==> config.mk <==
export PLATFORM = sky130hd
export DESIGN_NAME = fifo_sync_fwft
export DESIGN_NICKNAME = d
export VERILOG_FILES = /design/src/rtl/fifo_pkg.sv /design/src/rtl/fifo_mem_2p.sv /design/src/rtl/fifo_sync_fwft.sv
export SDC_FILE = /design/constraint.sdc
export NUM_CORES = 1
export LEC_CHECK = 0
export ABC_CLOCK_PERIOD_IN_PS = 5550
export CAP_MARGIN = 10
export CORE_UTILIZATION = 28
export CTS_BUF_LIST = sky130_fd_sc_hd__clkbuf_4 sky130_fd_sc_hd__clkbuf_8 sky130_fd_sc_hd__clkbuf_16
export CTS_CLUSTER_SIZE = 16
export DETAILED_ROUTE_END_ITERATION = 12
export PLACE_DENSITY = 0.45
export SYNTH_ARGS = -nofsm -noshare
export SYNTH_HDL_FRONTEND = slang
export SYNTH_SLANG_ARGS = --single-unit
==> constraint.sdc <==
create_clock -name clk -period 5.55 [get_ports clk]
set_clock_uncertainty 0.15 [all_clocks]
set_input_delay 0.8325 -clock clk [delete_from_list [all_inputs] [get_ports clk]]
set_output_delay 0.8325 -clock clk [all_outputs]
set_load 0.1 [all_outputs]
==> src/rtl/fifo_pkg.sv <==
// rtl/fifo_pkg.sv - shared constants, types and helpers for the synchronous FIFO family
package fifo_pkg;

  localparam int DEF_DEPTH    = 32;
  localparam int DEF_WIDTH    = 8;
  localparam int DEF_AE_LEVEL = 4;
  localparam int DEF_FWFT     = 0;

  // Occupancy counters must represent 0..depth inclusive.
  function automatic int cnt_w(input int depth);
    return $clog2(depth + 1);
  endfunction

  function automatic int ptr_w(input int depth);
    return (depth > 1) ? $clog2(depth) : 1;
  endfunction

  typedef struct packed {
    logic overflow;
    logic underflow;
  } fifo_err_t;

endpackage

==> src/rtl/fifo_mem_2p.sv <==
// rtl/fifo_mem_2p.sv - DEPTH x WIDTH register array, one sync write port, one async read port
module fifo_mem_2p #(
  parameter int DEPTH = 32,
  parameter int WIDTH = 8,
  parameter int AW    = 5
) (
  input  logic             clk,
  input  logic             we,
  input  logic [AW-1:0]    waddr,
  input  logic [WIDTH-1:0] wdata,
  input  logic [AW-1:0]    raddr,
  output logic [WIDTH-1:0] rdata
);

  logic [WIDTH-1:0] mem [DEPTH];

  always_ff @(posedge clk) begin
    if (we) begin
      mem[waddr] <= wdata;
    end
  end

  assign rdata = mem[raddr];

endmodule

==> src/rtl/fifo_sync_fwft.sv <==
// rtl/fifo_sync_fwft.sv - single-clock FIFO with level flags, FWFT option, flush and sticky errors
module fifo_sync_fwft
  import fifo_pkg::*;
#(
  parameter int DEPTH    = DEF_DEPTH,
  parameter int WIDTH    = DEF_WIDTH,
  parameter int AF_LEVEL = DEPTH - 4,
  parameter int AE_LEVEL = DEF_AE_LEVEL,
  parameter int FWFT     = DEF_FWFT
) (
  input  logic                      clk,
  input  logic                      rst,
  input  logic                      flush,
  input  logic                      clr_err,
  input  logic                      wr_en,
  input  logic [WIDTH-1:0]          data_in,
  input  logic                      rd_en,
  output logic [WIDTH-1:0]          data_out,
  output logic                      lleno,
  output logic                      vacio,
  output logic                      casi_lleno,
  output logic                      casi_vacio,
  output logic [cnt_w(DEPTH)-1:0]   use_dw,
  output logic                      overflow,
  output logic                      underflow
);

  localparam int CW = cnt_w(DEPTH);
  localparam int PW = ptr_w(DEPTH);

  localparam logic [CW-1:0] CNT_FULL = CW'(DEPTH);
  localparam logic [CW-1:0] CNT_ONE  = CW'(1);
  localparam logic [CW-1:0] AF_C     = CW'(AF_LEVEL);
  localparam logic [CW-1:0] AE_C     = CW'(AE_LEVEL);
  localparam logic [PW-1:0] PTR_LAST = PW'(DEPTH - 1);
  localparam logic [PW-1:0] PTR_ONE  = PW'(1);

  if (DEPTH < 2) begin : g_bad_depth
    $error("fifo_sync_fwft: DEPTH must be >= 2");
  end
  if (AF_LEVEL < 1 || AF_LEVEL > DEPTH) begin : g_bad_af
    $error("fifo_sync_fwft: AF_LEVEL must lie in 1..DEPTH");
  end
  if (AE_LEVEL < 0 || AE_LEVEL > DEPTH - 1) begin : g_bad_ae
    $error("fifo_sync_fwft: AE_LEVEL must lie in 0..DEPTH-1");
  end

  logic [PW-1:0]    wr_ptr, rd_ptr, wr_ptr_d, rd_ptr_d;
  logic [CW-1:0]    cnt_q, cnt_d;
  logic [WIDTH-1:0] mem_rdata;
  logic             rd_ok, wr_ok, wr_go, rd_go;
  fifo_err_t        err_q, err_d, err_set;

  assign rd_ok = rd_en && !vacio;
  assign wr_ok = wr_en && (!lleno || rd_ok);
  assign wr_go = wr_ok && !flush;
  assign rd_go = rd_ok && !flush;

  // Errors are suppressed during flush; a new error beats clr_err.
  always_comb begin
    err_set           = '0;
    err_set.overflow  = !flush && wr_en && !wr_ok;
    err_set.underflow = !flush && rd_en && vacio;
    err_d.overflow    = err_set.overflow  || (err_q.overflow  && !clr_err);
    err_d.underflow   = err_set.underflow || (err_q.underflow && !clr_err);
  end

  always_comb begin
    wr_ptr_d = wr_ptr;
    rd_ptr_d = rd_ptr;
    cnt_d    = cnt_q;
    if (flush) begin
      wr_ptr_d = '0;
      rd_ptr_d = '0;
      cnt_d    = '0;
    end else begin
      if (wr_go) begin
        wr_ptr_d = (wr_ptr == PTR_LAST) ? '0 : wr_ptr + PTR_ONE;
      end
      if (rd_go) begin
        rd_ptr_d = (rd_ptr == PTR_LAST) ? '0 : rd_ptr + PTR_ONE;
      end
      case ({wr_go, rd_go})
        2'b10:   cnt_d = cnt_q + CNT_ONE;
        2'b01:   cnt_d = cnt_q - CNT_ONE;
        default: cnt_d = cnt_q;
      endcase
    end
  end

  // Flags are registered from the next occupancy so they line up with use_dw.
  always_ff @(posedge clk or negedge rst) begin
    if (!rst) begin
      wr_ptr     <= '0;
      rd_ptr     <= '0;
      cnt_q      <= '0;
      vacio      <= 1'b1;
      lleno      <= 1'b0;
      casi_vacio <= 1'b1;
      casi_lleno <= 1'b0;
      err_q      <= '0;
    end else begin
      wr_ptr     <= wr_ptr_d;
      rd_ptr     <= rd_ptr_d;
      cnt_q      <= cnt_d;
      vacio      <= (cnt_d == '0);
      lleno      <= (cnt_d == CNT_FULL);
      casi_vacio <= (cnt_d <= AE_C);
      casi_lleno <= (cnt_d >= AF_C);
      err_q      <= err_d;
    end
  end

  fifo_mem_2p #(
    .DEPTH (DEPTH),
    .WIDTH (WIDTH),
    .AW    (PW)
  ) u_mem (
    .clk   (clk),
    .we    (wr_go),
    .waddr (wr_ptr),
    .wdata (data_in),
    .raddr (rd_ptr),
    .rdata (mem_rdata)
  );

  if (FWFT != 0) begin : g_fwft
    assign data_out = vacio ? '0 : mem_rdata;
  end else begin : g_std
    logic [WIDTH-1:0] dout_q;

    always_ff @(posedge clk or negedge rst) begin
      if (!rst) begin
        dout_q <= '0;
      end else if (rd_go) begin
        dout_q <= mem_rdata;
      end
    end

    assign data_out = dout_q;
  end

  assign use_dw    = cnt_q;
  assign overflow  = err_q.overflow;
  assign underflow = err_q.underflow;

endmodule

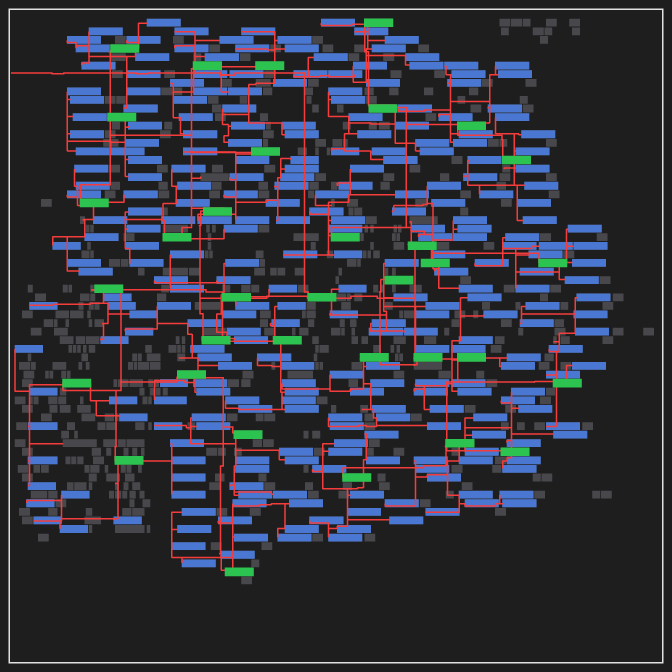
(images/clock_wires.png)
Key: clock-net drivers = green [count 34]; flip-flops = blue [count 286]; clock wires = red [length 3750 um]
Position of the flops: widely spread.
clk_lat worst skew: 0.51 ns
P_clk: 2.19 mW

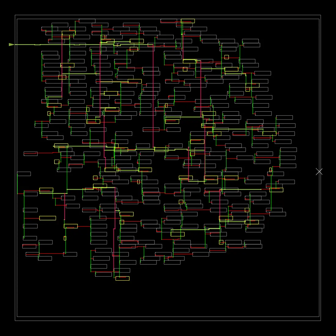
(images/clock_nets.png)
Num CTS Buffers: 34
flop count: 286
# clk buffers: 51
Sink Count: 286

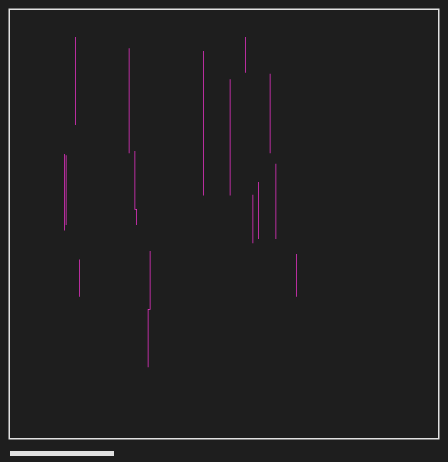
(images/m4.png)
Scale bar: 50 um.
The wires run mostly vertical. The longest straight run is 69.4 um. The layer holds 2.0% of the routed length. 9 nets have wire on it. The layer carries 560 um of wire.
Post-Route WL: 27700 um
total vias in the final route: 6275

==> flow_summary.toml <==
# synthesis and place-and-route metrics
[outcome]
outcome = "finished, violations left"
failed_checks = "DRC"

[floorplan]
fp.dieArea_mm2 = 0.0427

[layout]
fin_cells = 1315
logic_area_mm2 = 0.00302

[placed_design]
dp_hpwl_um = 16800
placed_area_mm2 = 0.0126
gp_routability_congestion = 0.756

[synth]
synthMuxAreaShare = 0.117

[power_and_ir_drop]
power_density_mw_per_mm2 = 414
leakage_nw = 4.41

[run]
warning_count = 30

[route]
drt_iter0_drc = 371
drc = 2

[clock_tree]
post_cts_buffers = 0

[global_routing]
grt_pass1_vias = 6426
antenna_found_initial = 0
grt_use_total = 0.133
grt-ovfl-total = 0

[final_timing]
post-route-period-util = 0.768
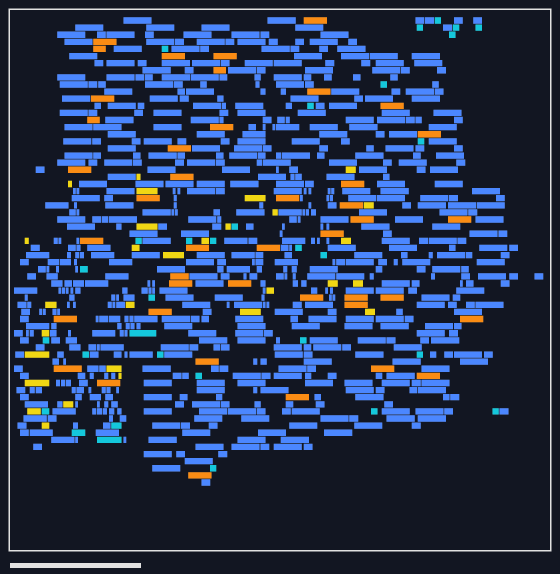
(images/sizing.png)
Scale bar: 50 um.
Key: x2 = yellow [cells 29]; x1 and smaller = blue [cells 680]; x3 and x4 = cyan [cells 31]; x6 and larger = orange [cells 42]
Syn-to-layout area delta: 17.1%
Non-CTS buffers: 48
post-route design area: 0.0137 mm^2
PnR worst setup slack: 1.29 ns

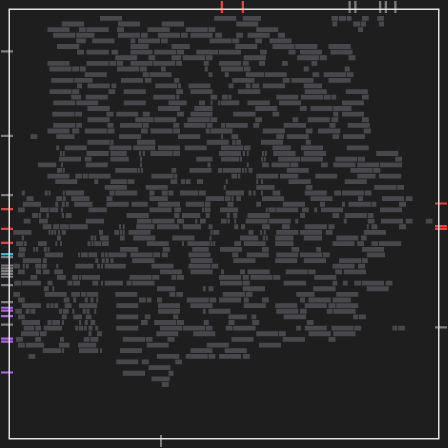
(images/pinout.png)
Pins as bars across the die edge, other pins in gray.
Key: use_dw = purple [pins 6, direction output, edge left]; overflow = cyan [pins 1, direction output, edge left]; data_out = red [pins 8, direction output, edge 3 right, 3 left, 2 top]
All pins by edge: 22 left, 7 top, 4 right, 1 bottom.
Die Y: 207 um
die width: 207 um
count of buffers from port buffering: 33

worst max-delay path, cell delays in order:
cell	delay (ns)
clkdlybuf4s50_1	0.50
nand2b_1	0.24
a211oi_2	0.48
inv_1	0.15
ha_1	0.21
buf_4	0.18
xor2_1	0.17
ha_1	0.21
a21o_1	0.12
a21oi_1	0.05
a2111oi_0	0.42
mux2_2	0.42
or2_4	0.27
nor4_1	0.26
final cells by class:
class                      count  share of cell area
inverter                      10             0.00273
sequential                   286               0.615
tap                          532              0.0485
timing repair buffer          48              0.0328
clock buffer                  51              0.0764
clock inverter                 8             0.00465
multi-input combinational    379               0.220
antenna                        1            0.000182
flip-flops by register name, summed over array words and instances (netlist names):
name,cells
vacio,1
lleno,1
rd_ptr,5
casi_vacio,1
overflow,1
use_dw,6
u_mem.mem,256
data_out,8
wr_ptr,5
casi_lleno,1
underflow,1
through the flow:
step	hold slack (ns)	util	setup slack [ns]
global route	0.297	0.334	0.992
floorplan	0.381	-	1.24
finish	0.256	0.334	1.29
detailed placement	0.363	0.307	0.726
global placement	0.365	0.307	0.820
CTS	0.265	0.334	1.25
worst paths after layout:
check | from | endpoint | slack (ns) | cells after the start
max | rd_en | vacio | 1.29 | 14
min reg2reg | data_out[2] | data_out[2] | 0.37 | 2
max reg2reg | vacio | vacio | 1.67 | 13
max in group asynchronous | rst | rd_ptr[0] | 4.43 | 1
min | rst | overflow | 0.26 | 1
min in group clk | data_out[2] | data_out[2] | 0.37 | 2
cells in the mapped netlist (3+ instances only):
library cell | number | area share
a21oi_1 | 27 | 0.012
a221oi_1 | 14 | 0.010
a22o_1 | 16 | 0.012
a22oi_1 | 28 | 0.018
buf_2 | 8 | 0.0034
buf_4 | 8 | 0.0051
buf_6 | 4 | 0.0038
clkbuf_1 | 23 | 0.0074
dfrtp_1 | 28 | 0.060
edfxtp_1 | 256 | 0.66
ha_1 | 10 | 0.011
inv_1 | 9 | 0.0029
mux2_2 | 7 | 0.0067
mux2i_1 | 116 | 0.099
mux4_2 | 5 | 0.0096
nand2_1 | 20 | 0.0064
nand2b_1 | 3 | 0.0016
nand3_1 | 5 | 0.0021
nand3b_1 | 5 | 0.0032
nor2_1 | 49 | 0.016
nor2b_1 | 6 | 0.0032
o21ai_0 | 11 | 0.0047
o22ai_1 | 7 | 0.0037
o41ai_1 | 7 | 0.0052
xor2_1 | 4 | 0.0030
per-layer routing:
metal	vias up	routed length (um)	GRT usage
met4	0	560	0.0397
met1	3167	13400	0.190
met3	41	1390	0.0276
met5	-	0	0
li1	2926	-	-
met2	141	12300	0.203
cell families after synthesis:
logic type | after synthesis
AOI/OAI and AO/OA | 127
muxes | 129
adders and majority gates | 10
xor gates and xnor gates | 5
buffers and inverters | 54
and+or+nand+nor | 108
DFF | 286
where the power goes:
group	switching [mW]	total (mW)	internal (mW)
registers	0.102	2.51	2.41
logic	0.664	0.981	0.317
clock network	0.836	2.19	1.35
Power and IR drop assume default switching activity.
